File: config.mk
export PLATFORM = sky130hd
export DESIGN_NAME = pipe_ctrl_unit
export DESIGN_NICKNAME = d
export VERILOG_FILES = /design/src/rtl/pipe_ctrl_pkg.sv /design/src/rtl/pipe_ctrl_unit_decode.sv /design/src/rtl/pipe_ctrl_unit.sv
export SDC_FILE = /design/constraint.sdc
export NUM_CORES = 1
export LEC_CHECK = 0
export ABC_AREA = 0
export ABC_CLOCK_PERIOD_IN_PS = 5200
export CORE_MARGIN = 3
export CORE_UTILIZATION = 53
export CTS_BUF_LIST = sky130_fd_sc_hd__clkbuf_8
export CTS_CLUSTER_SIZE = 24
export DETAILED_ROUTE_END_ITERATION = 8
export GPL_TIMING_DRIVEN = 1
export PLACE_DENSITY = 0.94
export SLEW_MARGIN = 20
export SYNTH_ARGS = -nofsm -noshare
export SYNTH_HDL_FRONTEND = slang
export SYNTH_HIERARCHICAL = 1
export SYNTH_SLANG_ARGS = --single-unit
File: constraint.sdc
create_clock -name clk -period 5.2 [get_ports clk]
set_clock_uncertainty 0.05 [all_clocks]
set_input_delay 1.56 -clock clk [delete_from_list [all_inputs] [get_ports clk]]
set_output_delay 1.56 -clock clk [all_outputs]
set_load 0.01 [all_outputs]
File: src/rtl/pipe_ctrl_pkg.sv
// Shared encodings and control-bundle types for the pipelined MIPS control unit.
package pipe_ctrl_pkg;

   localparam logic [5:0] OP_RTYPE = 6'b000000;
   localparam logic [5:0] OP_J     = 6'b000010;
   localparam logic [5:0] OP_JAL   = 6'b000011;
   localparam logic [5:0] OP_BEQ   = 6'b000100;
   localparam logic [5:0] OP_BNE   = 6'b000101;
   localparam logic [5:0] OP_ADDI  = 6'b001000;
   localparam logic [5:0] OP_SLTI  = 6'b001010;
   localparam logic [5:0] OP_ANDI  = 6'b001100;
   localparam logic [5:0] OP_ORI   = 6'b001101;
   localparam logic [5:0] OP_LW    = 6'b100011;
   localparam logic [5:0] OP_SW    = 6'b101011;

   localparam logic [5:0] FN_MULT  = 6'b011000;
   localparam logic [5:0] FN_DIV   = 6'b011010;
   localparam logic [5:0] FN_ADD   = 6'b100000;
   localparam logic [5:0] FN_SUB   = 6'b100010;
   localparam logic [5:0] FN_AND   = 6'b100100;
   localparam logic [5:0] FN_OR    = 6'b100101;
   localparam logic [5:0] FN_XOR   = 6'b100110;
   localparam logic [5:0] FN_NOR   = 6'b100111;
   localparam logic [5:0] FN_SLT   = 6'b101010;

   localparam logic [3:0] ALU_ADD  = 4'b0000;
   localparam logic [3:0] ALU_SUB  = 4'b0001;
   localparam logic [3:0] ALU_AND  = 4'b0010;
   localparam logic [3:0] ALU_OR   = 4'b0011;
   localparam logic [3:0] ALU_XOR  = 4'b0100;
   localparam logic [3:0] ALU_NOR  = 4'b0101;
   localparam logic [3:0] ALU_MUL  = 4'b0110;
   localparam logic [3:0] ALU_DIV  = 4'b0111;
   localparam logic [3:0] ALU_SLT  = 4'b1001;

   typedef enum logic [1:0] {
      MD_NONE = 2'd0,
      MD_MUL  = 2'd1,
      MD_DIV  = 2'd2
   } md_kind_t;

   typedef struct packed {
      logic [3:0] alu_ctrl;
      logic       alu_src;
      logic       reg_dst;
      logic       branch;
      logic       branch_ne;
      logic       jump;
      logic       link;
      logic       zero_ext;
   } ex_ctrl_t;

   typedef struct packed {
      logic mem_write;
      logic mem_read;
   } mem_ctrl_t;

   typedef struct packed {
      logic reg_write;
      logic mem_to_reg;
      logic link;
   } wb_ctrl_t;

   typedef struct packed {
      ex_ctrl_t  ex;
      mem_ctrl_t mem;
      wb_ctrl_t  wb;
      logic      valid;
      logic      illegal;
   } ctrl_bundle_t;

   localparam ctrl_bundle_t BUBBLE     = '0;
   localparam mem_ctrl_t    MEM_BUBBLE = '0;
   localparam wb_ctrl_t     WB_BUBBLE  = '0;

endpackage

File: src/rtl/pipe_ctrl_unit_decode.sv
// Combinational ID-stage decoder: op/Funct to control bundle, with parameter-gated
// extended and mult/div instructions reported as illegal when disabled.
module ctrl_decode
   import pipe_ctrl_pkg::*;
#(
   parameter int EN_EXT_OPS = 1,
   parameter int EN_MULDIV  = 1
) (
   input  logic [5:0]   op_i,
   input  logic [5:0]   funct_i,
   output ctrl_bundle_t bundle_o,
   output md_kind_t     md_o
);

   ctrl_bundle_t dec;
   md_kind_t     md;
   logic         legal;

   always_comb begin
      // NOTE: every variable gets a default before the case so no path infers a latch.
      dec              = BUBBLE;
      dec.valid        = 1'b1;
      dec.wb.reg_write = 1'b1;
      dec.ex.reg_dst   = 1'b1;
      dec.ex.alu_ctrl  = ALU_SUB;
      md               = MD_NONE;
      legal            = 1'b1;

      case (op_i)
         OP_RTYPE: begin
            case (funct_i)
               FN_ADD: dec.ex.alu_ctrl = ALU_ADD;
               FN_SUB: dec.ex.alu_ctrl = ALU_SUB;
               FN_AND: dec.ex.alu_ctrl = ALU_AND;
               FN_OR:  dec.ex.alu_ctrl = ALU_OR;
               FN_SLT: dec.ex.alu_ctrl = ALU_SLT;
               FN_XOR: if (EN_EXT_OPS != 0) dec.ex.alu_ctrl = ALU_XOR; else legal = 1'b0;
               FN_NOR: if (EN_EXT_OPS != 0) dec.ex.alu_ctrl = ALU_NOR; else legal = 1'b0;
               FN_MULT: begin
                  if (EN_MULDIV != 0) begin
                     dec.ex.alu_ctrl = ALU_MUL;
                     md              = MD_MUL;
                  end else legal = 1'b0;
               end
               FN_DIV: begin
                  if (EN_MULDIV != 0) begin
                     dec.ex.alu_ctrl = ALU_DIV;
                     md              = MD_DIV;
                  end else legal = 1'b0;
               end
               default: legal = 1'b0;
            endcase
         end
         OP_LW: begin
            dec.ex.reg_dst    = 1'b0;
            dec.ex.alu_src    = 1'b1;
            dec.ex.alu_ctrl   = ALU_ADD;
            dec.mem.mem_read  = 1'b1;
            dec.wb.mem_to_reg = 1'b1;
         end
         OP_SW: begin
            dec.ex.alu_src    = 1'b1;
            dec.ex.alu_ctrl   = ALU_ADD;
            dec.mem.mem_write = 1'b1;
            dec.wb.reg_write  = 1'b0;
         end
         OP_ADDI: begin
            dec.ex.reg_dst  = 1'b0;
            dec.ex.alu_src  = 1'b1;
            dec.ex.alu_ctrl = ALU_ADD;
         end
         OP_ANDI, OP_ORI: begin
            if (EN_EXT_OPS != 0) begin
               dec.ex.reg_dst  = 1'b0;
               dec.ex.alu_src  = 1'b1;
               dec.ex.zero_ext = 1'b1;
               dec.ex.alu_ctrl = (op_i == OP_ANDI) ? ALU_AND : ALU_OR;
            end else legal = 1'b0;
         end
         OP_SLTI: begin
            if (EN_EXT_OPS != 0) begin
               dec.ex.reg_dst  = 1'b0;
               dec.ex.alu_src  = 1'b1;
               dec.ex.alu_ctrl = ALU_SLT;
            end else legal = 1'b0;
         end
         OP_BEQ: begin
            dec.ex.branch    = 1'b1;
            dec.wb.reg_write = 1'b0;
         end
         OP_BNE: begin
            if (EN_EXT_OPS != 0) begin
               dec.ex.branch    = 1'b1;
               dec.ex.branch_ne = 1'b1;
               dec.wb.reg_write = 1'b0;
            end else legal = 1'b0;
         end
         OP_J: begin
            dec.ex.jump      = 1'b1;
            dec.wb.reg_write = 1'b0;
         end
         OP_JAL: begin
            // Link is carried to WB so r31 receives PC+8 there.
            if (EN_EXT_OPS != 0) begin
               dec.ex.jump = 1'b1;
               dec.ex.link = 1'b1;
               dec.wb.link = 1'b1;
            end else legal = 1'b0;
         end
         default: legal = 1'b0;
      endcase

      if (!legal) begin
         dec         = BUBBLE;
         dec.illegal = 1'b1;
         md          = MD_NONE;
      end
   end

   assign bundle_o = dec;
   assign md_o     = md;

endmodule

File: src/rtl/pipe_ctrl_unit.sv
// Pipelined control unit: ID decode plus ID/EX, EX/MEM, MEM/WB control registers,
// stall/flush bubble insertion and a mult/div busy counter that freezes EX.
module pipe_ctrl_unit
   import pipe_ctrl_pkg::*;
#(
   parameter int ALU_CTRL_W = 4,
   parameter int EN_EXT_OPS = 1,
   parameter int EN_MULDIV  = 1,
   parameter int MUL_CYCLES = 4,
   parameter int DIV_CYCLES = 16
) (
   input  logic                  clk,
   input  logic                  reset,
   input  logic                  id_valid,
   input  logic [5:0]            op,
   input  logic [5:0]            Funct,
   input  logic                  stall_in,
   input  logic                  flush_in,
   output logic [ALU_CTRL_W-1:0] ex_ALUControl,
   output logic                  ex_ALUSrc,
   output logic                  ex_RegDst,
   output logic                  ex_Branch,
   output logic                  ex_BranchNe,
   output logic                  ex_jump,
   output logic                  ex_link,
   output logic                  ex_ZeroExt,
   output logic                  ex_valid,
   output logic                  mem_MemWrite,
   output logic                  mem_MemRead,
   output logic                  wb_RegWrite,
   output logic                  wb_MemtoReg,
   output logic                  wb_link,
   output logic                  illegal_op,
   output logic                  stall_req
);

   localparam int CNT_MAX = (MUL_CYCLES > DIV_CYCLES) ? MUL_CYCLES : DIV_CYCLES;
   localparam int CNT_W   = $clog2(CNT_MAX + 1);

   ctrl_bundle_t     dec_bundle;
   md_kind_t         dec_md;
   ctrl_bundle_t     idex_q, idex_d;
   mem_ctrl_t        exmem_mem_q, exmem_mem_d;
   wb_ctrl_t         exmem_wb_q, exmem_wb_d;
   wb_ctrl_t         memwb_q, memwb_d;
   logic [CNT_W-1:0] cnt_q, cnt_d;
   logic             busy;
   logic             load_new;

   ctrl_decode #(
      .EN_EXT_OPS (EN_EXT_OPS),
      .EN_MULDIV  (EN_MULDIV)
   ) u_decode (
      .op_i     (op),
      .funct_i  (Funct),
      .bundle_o (dec_bundle),
      .md_o     (dec_md)
   );

   assign busy     = (EN_MULDIV != 0) && (cnt_q != '0);
   assign load_new = id_valid && !flush_in && !stall_in;

   always_comb begin
      idex_d      = idex_q;
      exmem_mem_d = idex_q.mem;
      exmem_wb_d  = idex_q.wb;
      memwb_d     = exmem_wb_q;
      cnt_d       = cnt_q;

      if (busy) begin
         // EX is frozen; upstream re-presents any stall/flush once the counter drains.
         cnt_d       = cnt_q - CNT_W'(1);
         exmem_mem_d = MEM_BUBBLE;
         exmem_wb_d  = WB_BUBBLE;
      end else begin
         idex_d = load_new ? dec_bundle : BUBBLE;
         if (load_new && (EN_MULDIV != 0)) begin
            case (dec_md)
               MD_MUL:  cnt_d = CNT_W'(MUL_CYCLES - 1);
               MD_DIV:  cnt_d = CNT_W'(DIV_CYCLES - 1);
               default: cnt_d = '0;
            endcase
         end
      end
   end

   // NOTE: state registers use non-blocking assignments so every stage samples pre-edge values.
   always_ff @(posedge clk) begin
      if (reset) begin
         idex_q      <= BUBBLE;
         exmem_mem_q <= MEM_BUBBLE;
         exmem_wb_q  <= WB_BUBBLE;
         memwb_q     <= WB_BUBBLE;
         cnt_q       <= '0;
      end else begin
         idex_q      <= idex_d;
         exmem_mem_q <= exmem_mem_d;
         exmem_wb_q  <= exmem_wb_d;
         memwb_q     <= memwb_d;
         cnt_q       <= cnt_d;
      end
   end

   assign ex_ALUControl = ALU_CTRL_W'(idex_q.ex.alu_ctrl);
   assign ex_ALUSrc     = idex_q.ex.alu_src;
   assign ex_RegDst     = idex_q.ex.reg_dst;
   assign ex_Branch     = idex_q.ex.branch;
   assign ex_BranchNe   = idex_q.ex.branch_ne;
   assign ex_jump       = idex_q.ex.jump;
   assign ex_link       = idex_q.ex.link;
   assign ex_ZeroExt    = idex_q.ex.zero_ext;
   assign ex_valid      = idex_q.valid;
   assign illegal_op    = idex_q.illegal;
   assign mem_MemWrite  = exmem_mem_q.mem_write;
   assign mem_MemRead   = exmem_mem_q.mem_read;
   assign wb_RegWrite   = memwb_q.reg_write;
   assign wb_MemtoReg   = memwb_q.mem_to_reg;
   assign wb_link       = memwb_q.link;
   assign stall_req     = busy;

endmodule

met1.png
The bar under the picture is 20 um long.
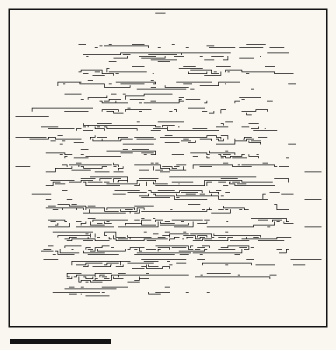
nets with wire on the layer = 222
main direction = horizontal
share of all routed wire = 44%
wire length on this layer = 1560 um

met2.png
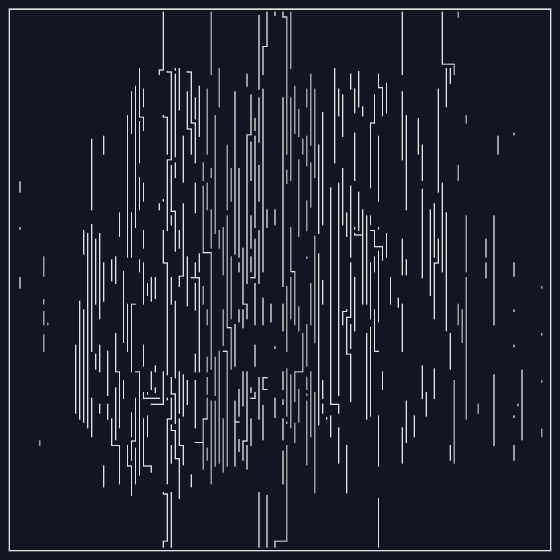
nets with wire on the layer = 208
main direction = vertical
share of all routed wire = 49%

met3.png
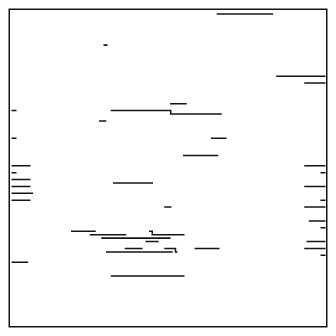
wire length on this layer = 189 um
share of all routed wire = 5.3%
main direction = horizontal
longest straight run = 14.3 um

==> impl_metrics.tcl <==
# flow metrics
set metrics [dict create \
    dieArea_sq_mm 0.003888 \
    yosysTopAreaCell "dfxtp_1" \
    wl_um 3574 \
    via_count 1525 \
    stdcell_count 276 \
    fin_setup_tns_ps 0 \
    worst_pin_slew_ps 943.4 \
    edf_count 0 \
    slew_headroom 0.3691 \
    flop_area_sq_um 620.6 \
    synth.most_common_cell "dfxtp_1" \
    finalCritPeriodShare 0.8048 \
    coreArea_sq_mm 0.002900 \
    start_kind "primary input" \
    syn2layout_area_growth_pct 21.34 \
    avgSynthCellArea_sq_um 7.938 \
    max_cap_viol_count 0 \
    common_cells "31 x dfxtp_1, 28 x a21oi_1, 28 x nand2_1" \
    htreeDepth 2 \
    synth_flops 31 \
    insertion_delay_ps 270 \
    numCtsBuffers 5 \
    startpoint "op[5]" \
    ff_type "dfxtp_1" \
    hpwlAfterDp_um 2590 \
    gr-total-overflow 0 \
    first_pass_iters 4 \
    nets 252 \
    cts_hold_buf 0 \
    ys_cells 212 \
    hold_violations 0 \
    worstReg2RegEnd "cnt_q[2]" \
    num_antenna_cells 0 \
    antenna_left 0 \
    p_leak_nw 0.7151 \
    synth_area_sq_mm 0.001683 \
    grt_max_degree 28 \
    die_y_um 62.35 \
    rsz0062_at_grt "no" \
    outcome "completed" \
    hold_class "reg -> reg" \
    drv_slew 0 \
    synthCells 212 \
    cts_num_sinks 31 \
    end_kind "flip-flop" \
    io_pins 36 \
    syn-num-nets 231 \
    grt_pass1_wl_um 5996 \
    power_mw 0.6540 \
    fillers 250 \
    yosysWarningCount 6 \
    endpoint "cnt_q[0]" \
    seq_area_frac_synth 0.3688 \
    cts_resized 0 \
    grt_pass1_vias 1353 \
    synth_cell_types 43 \
    ys_async_sr_fraction 0 \
    remaining_drc_errors 0 \
    cts_buffer_depth 2 \
    r2r-start "cnt_q[0]" \
    r2r_slack_ps 3270 \
    p_per_area_mw_per_mm2 320.3 \
    die_w_um 62.35 \
    io_buffers 35 \
    crit_type "in -> reg" \
    ir_drop_uv 322.5 \
    drive_gt1_frac 0.07692 \
    fin_crit_ps 4185 \
    top_cells_by_area "dfxtp_1 37%, a21oi_1 8.3%, nand3_1 6.5%" \
    initCoreUtil 0.5802 \
    drtIter0Drc 89 \
    crit_path_max_fanout 11 \
    crit_required_ps 5260 \
    setup_violations 0 \
    netlist.area_leader.share 0.3688 \
    placed_cells 268 \
    postCtsSetupRepairBufs 0 \
    hold_depth 1 \
    arrival_ps 4240 \
    cts-root-buf "clkbuf_8" \
    avgViaCountPerCell 5.525 \
    gp_congestion 0.9094 \
    mi_logic_area_sq_um 910.9 \
]
final_congestion.png
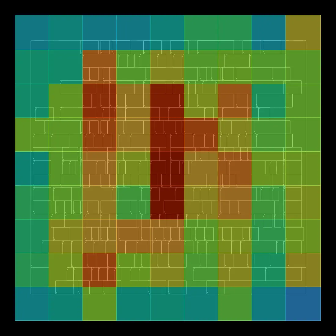
gr busiest metal: met2
routed wire length per instance: 12.95 um
met2 usage: 0.3011

port_nets.png
The bar under the picture is 20 um long.
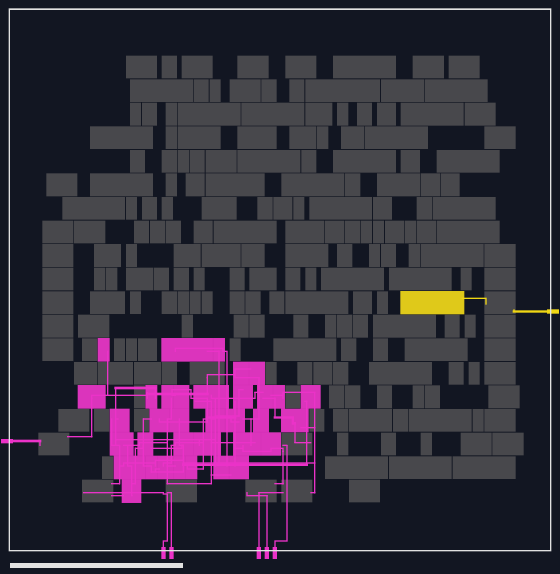
op -> magenta  # bits 6, direction input, end cells 35, buffers 6, wire 403 um
mem_MemWrite -> yellow  # bits 1, direction output, end cells 1, buffers 1, wire 7.50 um

==> critical path, cell delays in order <==
cell and delay (ps):
clkdlybuf4s50_1 570, or4_4 620, nor3_4 190, nand3_1 120
nor2_1 100, inv_1 50, ha_1 280, or4bb_1 440
a21oi_1 210, a311oi_1 80
==> worst min path at each step <==
stage / start / endpoint / slack [ps]
floorplan: exmem_wb_q[1] / wb_MemtoReg / 360
global placement: exmem_wb_q[0] / wb_link / 380
detailed placement: exmem_wb_q[2] / wb_RegWrite / 380
CTS: exmem_wb_q[2] / wb_RegWrite / 400
global route: exmem_wb_q[2] / wb_RegWrite / 410
finish: exmem_wb_q[2] / wb_RegWrite / 390
==> per-stage QoR <==
| stage | hold slack (ps) | util | area (sq um) | setup WS [ps] |
|---|---|---|---|---|
| global placement | 376.2 | 0.6739 | 1954 | 911.8 |
| global route | 409.0 | 0.7041 | 2042 | 793.2 |
| finish | 390.8 | 0.7041 | 2042 | 1015 |
| floorplan | 363.8 | - | 1683 | 1542 |
| detailed placement | 382.1 | 0.6739 | 1954 | 799.4 |
| CTS | 397.4 | 0.7019 | 2036 | 1092 |
==> metal layers <==
| layer | share of wire | global-route usage | wire [um] |
|---|---|---|---|
| met1 | 0.44 | 0.2361 | 1557 |
| met2 | 0.49 | 0.3011 | 1755 |
| met3 | 0.053 | 0.04505 | 188 |
| met4 | 0.020 | 0.1047 | 72 |
| met5 | 0 | 0 | 0 |
==> registers in the layout (all words and copies together) (netlist names) <==
signal         flops
ex_jump            1
ex_valid           1
ex_link            1
wb_MemtoReg        1
ex_ALUSrc          1
exmem_wb_q         3
cnt_q              5
illegal_op         1
idex_q             5
ex_Branch          1
mem_MemRead        1
ex_ALUControl      4
ex_BranchNe        1
mem_MemWrite       1
wb_link            1
ex_RegDst          1
ex_ZeroExt         1
wb_RegWrite        1
==> cells by family (layout without fill, tap and decap cells) <==
group                      after synthesis  after routing  synth area share
xor gates and xnor gates                 2              2           0.01041
buffers and inverters                   27             49           0.09664
DFF                                     31             31            0.3688
AOI/OAI and AO/OA                       42             42            0.1509
and+or+nand+nor                        108            108            0.3584
adders and majority gates                2              2           0.01487
==> cell usage in the layout, fill, tap and decap left out, drive strengths merged, types with 2 or more instances in the layout <==
cell type | synthesis | final
nor3 | 6 | 6
nand3b | 2 | 2
inv | 5 | 7
clkbuf | 8 | 5
nand4b | 2 | 2
o21ai | 4 | 4
and3 | 3 | 3
dfxtp | 31 | 31
nand2b | 6 | 6
ha | 2 | 2
nor2 | 14 | 14
clkdlybuf4s50 | 0 | 35
xnor2 | 2 | 2
nor4bb | 2 | 2
a21oi | 28 | 28
nor2b | 6 | 6
nor4b | 2 | 2
nand2 | 28 | 28
a21o | 2 | 2
and2 | 7 | 7
nand3 | 22 | 22
nor3b | 2 | 2
==> report_power, final <==
| group | switching [mW] | internal, mW |
|---|---|---|
| Clock | 0.0785 | 0.0896 |
| Combinational | 0.137 | 0.0845 |
| Sequential | 0.0128 | 0.252 |
| Total | 0.228 | 0.426 |
==> cell type report <==
class	count	share of cell area
multi-input combinational	154	0.4461
timing repair buffer	36	0.1752
inverter	5	0.009191
sequential	31	0.3039
clock buffer	5	0.03370
clock inverter	3	0.006127
tap	42	0.02574
